### Local utilization

The die is cut into 10 by 10 equal tiles; black is low, pale yellow is high, 0 to 100% covered.
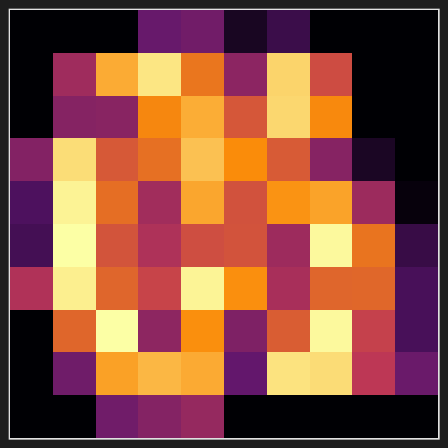
### Register map, names as in the netlist

Bar = 20 um. Other sequential cells in the stronger gray, the rest of the logic in the fainter gray.
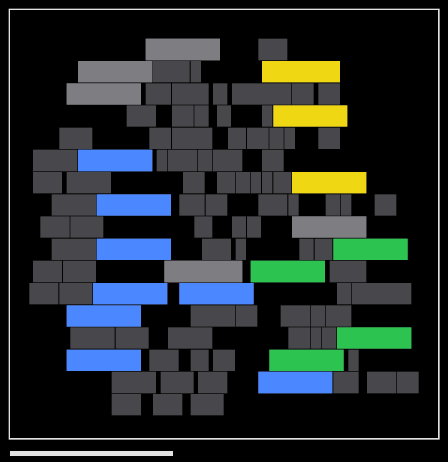
### Wiring by layer

Bar = 20 um. Two of the layers only.
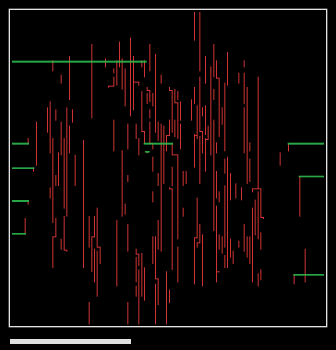
### Routing congestion map

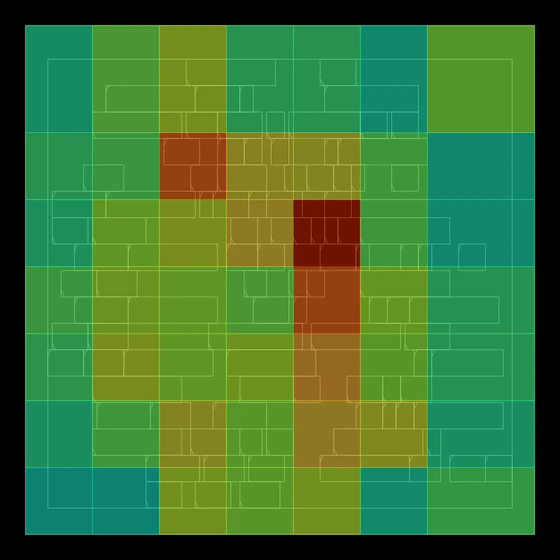
===== config.mk =====
export PLATFORM = sky130hd
export DESIGN_NAME = uart_tx
export DESIGN_NICKNAME = d
export VERILOG_FILES = /design/src/rtl/uart_tx.sv
export SDC_FILE = /design/constraint.sdc
export NUM_CORES = 1
export LEC_CHECK = 0
export CAP_MARGIN = 0
export CORE_MARGIN = 2
export CORE_UTILIZATION = 45
export CTS_CLUSTER_SIZE = 28
export DETAILED_ROUTE_END_ITERATION = 8
export PLACE_DENSITY_LB_ADDON = 0.12
export SLEW_MARGIN = 20
export SYNTH_ARGS = -nofsm -noshare
export SYNTH_HDL_FRONTEND = slang
export SYNTH_SLANG_ARGS = --single-unit

===== constraint.sdc =====
create_clock -name clk -period 2.5 [get_ports clk]
set_clock_uncertainty 0.05 [all_clocks]
set_input_delay 0.625 -clock clk [delete_from_list [all_inputs] [get_ports clk]]
set_output_delay 0.625 -clock clk [all_outputs]
set_load 0.1 [all_outputs]

===== src/rtl/uart_tx.sv =====
// UART transmitter: serialises valid/ready-accepted words into start/data/parity/stop frames on tx.
// Bit cells are OVERSAMPLING clk cycles long, matching uart_rx timing.
module uart_tx #(
  parameter int DATA_BITS    = 8,
  parameter int STOP_BITS    = 1,
  parameter int OVERSAMPLING = 16,
  parameter int PARITY       = 0
) (
  input  logic                 clk,
  input  logic                 n_rst,
  input  logic                 valid_in,
  input  logic [DATA_BITS-1:0] data_in,
  output logic                 ready_out,
  output logic                 tx,
  output logic                 busy_out,
  output logic                 done_out
);

  localparam int CW = $clog2(STOP_BITS * OVERSAMPLING);
  localparam int BW = $clog2(DATA_BITS);
  localparam logic [CW-1:0] CELL_LAST = CW'(OVERSAMPLING - 1);
  localparam logic [CW-1:0] STOP_LAST = CW'(STOP_BITS * OVERSAMPLING - 1);
  localparam logic [BW-1:0] BIT_LAST  = BW'(DATA_BITS - 1);

  typedef enum logic [2:0] {
    S_IDLE,
    S_START,
    S_DATA,
    S_PARITY,
    S_STOP
  } state_t;

  state_t               state, state_n;
  logic [CW-1:0]        clk_cnt, clk_cnt_n;
  logic [BW-1:0]        bit_cnt, bit_cnt_n;
  logic [DATA_BITS-1:0] shift, shift_n;
  logic                 par_bit, par_bit_n;
  logic                 tx_n, done_n;

  assign ready_out = (state == S_IDLE);
  assign busy_out  = ~ready_out;

  always_ff @(posedge clk or negedge n_rst) begin
    if (!n_rst) begin
      state    <= S_IDLE;
      clk_cnt  <= '0;
      bit_cnt  <= '0;
      shift    <= '0;
      par_bit  <= 1'b0;
      tx       <= 1'b1;
      done_out <= 1'b0;
    end else begin
      state    <= state_n;
      clk_cnt  <= clk_cnt_n;
      bit_cnt  <= bit_cnt_n;
      shift    <= shift_n;
      par_bit  <= par_bit_n;
      tx       <= tx_n;
      done_out <= done_n;
    end
  end

  // The parity bit is captured at acceptance because the shift register is consumed while sending.
  always_comb begin
    state_n   = state;
    clk_cnt_n = clk_cnt + 1'b1;
    bit_cnt_n = bit_cnt;
    shift_n   = shift;
    par_bit_n = par_bit;
    tx_n      = tx;
    done_n    = 1'b0;
    case (state)
      S_IDLE: begin
        clk_cnt_n = '0;
        tx_n      = 1'b1;
        if (valid_in) begin
          shift_n   = data_in;
          par_bit_n = (PARITY == 2) ? ~(^data_in) : ^data_in;
          bit_cnt_n = '0;
          tx_n      = 1'b0;
          state_n   = S_START;
        end
      end
      S_START: begin
        if (clk_cnt == CELL_LAST) begin
          clk_cnt_n = '0;
          tx_n      = shift[0];
          shift_n   = shift >> 1;
          state_n   = S_DATA;
        end
      end
      S_DATA: begin
        if (clk_cnt == CELL_LAST) begin
          clk_cnt_n = '0;
          if (bit_cnt == BIT_LAST) begin
            bit_cnt_n = '0;
            if (PARITY != 0) begin
              tx_n    = par_bit;
              state_n = S_PARITY;
            end else begin
              tx_n    = 1'b1;
              state_n = S_STOP;
            end
          end else begin
            bit_cnt_n = bit_cnt + 1'b1;
            tx_n      = shift[0];
            shift_n   = shift >> 1;
          end
        end
      end
      S_PARITY: begin
        if (clk_cnt == CELL_LAST) begin
          clk_cnt_n = '0;
          tx_n      = 1'b1;
          state_n   = S_STOP;
        end
      end
      S_STOP: begin
        if (clk_cnt == STOP_LAST) begin
          clk_cnt_n = '0;
          done_n    = 1'b1;
          state_n   = S_IDLE;
        end
      end
      default: begin
        clk_cnt_n = '0;
        tx_n      = 1'b1;
        state_n   = S_IDLE;
      end
    endcase
  end

endmodule


==> COMMIT_EDITMSG <==
Record implementation results from latest flow run

- Looking at the setup timing report, the critical path kind is flip-flop to primary output.
- Top cells excl fill/tap: sky130_fd_sc_hd__dfrtp_1, sky130_fd_sc_hd__clkdlybuf4s50_1, sky130_fd_sc_hd__mux2_4, sky130_fd_sc_hd__mux2_2, sky130_fd_sc_hd__nor2_1
- Clock Sinks: 20
* RD Place Congestion: ~0.77
* Internal power: just over 0.9 mW
* Relative slew slack: ~63%
- Detail Route met3 WL: 51 um
* Post-synth top flop: sky130_fd_sc_hd__dfrtp_1
- The die covers 2750 sq um.
* Combinational cell fraction of total power: about half
- Post-detailed-placement half-perimeter wirelength: 1310 um
- Average vias per placed instance: around 5.4
- The run finished with clean final reports.
- Count of endpoints failing setup in the final report: 0
- Clk pwr: 0.191 mW
- Setup repair after global routing left no endpoint under its margin.
- Final Critical Period: between 2 and 2.5 ns
* Biggest fanout along the worst timing path: 12
- Detailed-route iteration 0 reported a violation count of 11.
- Per Yosys stat, the portion of area used by sequential elements is 47.5%.
- Of the post-synthesis cell area, the part taken by muxes is ~21%.
- The pin closest to its max-slew limit shows a slew of 0.553 ns.
- Summed over all nets, the switching power comes to roughly 0.58 mW.
- The mapped netlist covers ~1100 sq um.
- TritonCTS clock tree: yes
- Pins over their slew limit: 0
- Share of layout cells above drive strength 1: 30.5%
* Total power density per cell area: 1180 nW/um^2
* Post-Syn Area per Cell: 11.7 sq um
- Post-CTS setup buffer count: 0
- Port Buffers: 14
- Buffers inserted during clock tree synthesis total 3.
- The total overflow left after global routing is 0.
- Per the OpenROAD floorplan log, the height of the die is 52.4 um.
- The horizontal die dimension reported for this design is 52.4 um.
- Power of the combinational group: 0.755 mW
- The routed wirelength on the met1 layer is recorded as 838 um.
* Async set-or-reset flop fraction in the synthesized netlist: 100%
- # diodes: 0
- Classification of the worst-slack hold path: flip-flop to flip-flop
- According to the I/O placement log, the pin count is 15.
- Yosys warning total: 0
- The report lists the number of cells resized after CTS as 0.
* Area share of and/or/nand/nor cells after synthesis: 11.5%
* Row count: 17
- Least setup slack across all paths after layout: 0.141 ns
- The placement stage leaves a total instance area of 1230 sq um.
* Maximum buffer depth of the clock tree: 2
- Registers are responsible for between 30% and 40% of the overall power.
- Post-route total power: 1.50 mW
- The share of total power dissipated in the clock network is between 10% and 20%.
- Non-filler cells, final: around 130
* Aggregate negative setup slack: 0 ns
- Before antenna repair, the detailed router went through 4 iterations.
- Max incr delay on CP: 0.57 ns
- The global router reports that the layer with the highest usage is met2.
- Final tally of hold violations: 0
- Number of cells in Yosys stat: around 90
- Total non-filler cell area in the finished layout: about 1300 sq um
- At the later pin of the worst-skew pair, clock insertion delay measures 0.30 ns.
- Number of logged tool warnings: 26
* H-tree Lvls: 1
- TritonRoute reported its final design rule violation total as 0.
* Cell type of the slowest stage on the worst timing path: sky130_fd_sc_hd__or3_2
- The initial antenna violation count is 0.
- The final layout contains 120 nets.
* Peak clock frequency supported by timing: around 420 MHz
- Data arrival time at the worst-slack endpoint: 1.68 ns
* Leak pwr: 0.599 nW
- Number of enable-type register cells in the synthesized netlist: 0
* Highest-power group: combinational logic
* Critical path capture point type: primary output
- Summing the areas of all compound-gate instances in the mapped netlist gives between 10% and 20% of the synthesized area.
- Area fraction in full adders, half adders and majority gates: under 10%
- Buffer cell driving the clock tree root: sky130_fd_sc_hd__clkbuf_4
- Largest combinational cell category by area: multiplexers
* Global-route wire length before repair: 3110 um
- IR analysis of the VDD net gives a maximum drop of roughly 0.62 mV.
- Tcrit/Tclk final: between 90% and 100%
* Critical Path RT: 1.82 ns
- The area recorded from the Yosys report for this design is 1060 sq um.
- The cell count after synthesis came out at 90.
- The worst setup path is launched from a flip-flop.
- The number of different library cells used by synthesis comes to 31.
* Residual antenna-violating net count after detailed routing: 0
* Via count of the first global-routing pass: 708
* Worst-path cell chain: or3_2 -> clkinvlp_4 -> buf_12
- Top cell family by delay on the critical path: simple AND/OR/NAND/NOR gates
* Number of filler instances in the final layout: 194
- The post-synth register bit count is 20.
- The detailed router used layers up to and including met4.
- Clock-pin slew on the worst setup and hold paths: 0.12 ns
- The timing report notes that buffer and inverter cells on the critical path total 2.
* Comb gate area: 509 sq um
- The number of placed instances, taps included, is ~130.
- In the detailed route, the total length drawn on met2 is 890 um.
About 'Local utilization':
fullest tile: 100%
emptiest ninth of the die: north-east
mean over tiles: 45%
nearly empty tiles: 23%
tiles over 75% full: 24%
post-layout utilization of the core: 57.5%
Floorplan Core Area: 2210 sq um
Floorplan Utilization: 47.7%

About 'Register map, names as in the netlist':
| color | signal | flops |
|---|---|---|
| green | `clk_cnt` | 4 |
| yellow | `state` | 3 |
| blue | `shift` | 8 |
sequential cell area: 503 sq um
sequential logic power: 0.555 mW

About 'Wiring by layer':
| color | layer | wire length |
|---|---|---|
| green | met3 | 52.0 um |
| red | met2 | 891 um |
number of vias in the routed layout: 718
DR WL/cell: 13.5 um
overall routed net length: 1800 um
Overall Global Routing Usage: 15.9%

About 'Routing congestion map':
GR Layer Usage met2: 26.0%
global routing usage on met3: 5.14%
met1 usage: 19.2%

==> worst paths after layout <==
kind	slack [ns]	cells past startpoint	from	end
worst max register to register	0.39	5	clk_cnt[0]	shift[3]
min in group asynchronous	0.59	2	n_rst	state[2]
worst max-delay path	0.14	3	state[0]	ready_out
worst min register to register	0.46	1	clk_cnt[0]	clk_cnt[0]
worst min-delay path	0.46	1	clk_cnt[0]	clk_cnt[0]
max in group asynchronous	1.54	2	n_rst	tx
==> Yosys cell counts, types with 2 or more instances <==
library cell | count | area (sq um)
sky130_fd_sc_hd__dfrtp_1 | 19 | 475
sky130_fd_sc_hd__or3_1 | 2 | 12.5
sky130_fd_sc_hd__o21ai_0 | 4 | 20.0
sky130_fd_sc_hd__nor2_1 | 6 | 22.5
sky130_fd_sc_hd__nor3_1 | 4 | 20.0
sky130_fd_sc_hd__ha_1 | 3 | 37.5
sky130_fd_sc_hd__nand2_1 | 2 | 7.51
sky130_fd_sc_hd__o32a_1 | 2 | 20.0
sky130_fd_sc_hd__mux2_2 | 7 | 78.8
sky130_fd_sc_hd__xnor2_1 | 2 | 17.5
sky130_fd_sc_hd__a21oi_1 | 5 | 25.0
sky130_fd_sc_hd__mux2_4 | 8 | 120
sky130_fd_sc_hd__inv_1 | 4 | 15.0
sky130_fd_sc_hd__buf_2 | 4 | 20.0
sky130_fd_sc_hd__mux2i_1 | 2 | 20.0
==> final cells by class <==
cell class              count  share of cell area [%]
clock buffers               4                    2.85
flip-flops and latches     20                    39.5
well taps                  28                    2.75
multi-input cells          61                    40.0
inverters                   4                    1.47
repair buffers             16                    13.4
==> sequential cells by signal (all words and copies together) (netlist names) <==
register  flops
bit_cnt       3
clk_cnt       4
done_out      1
shift         8
state         3
tx            1
Power and IR drop assume default switching activity.
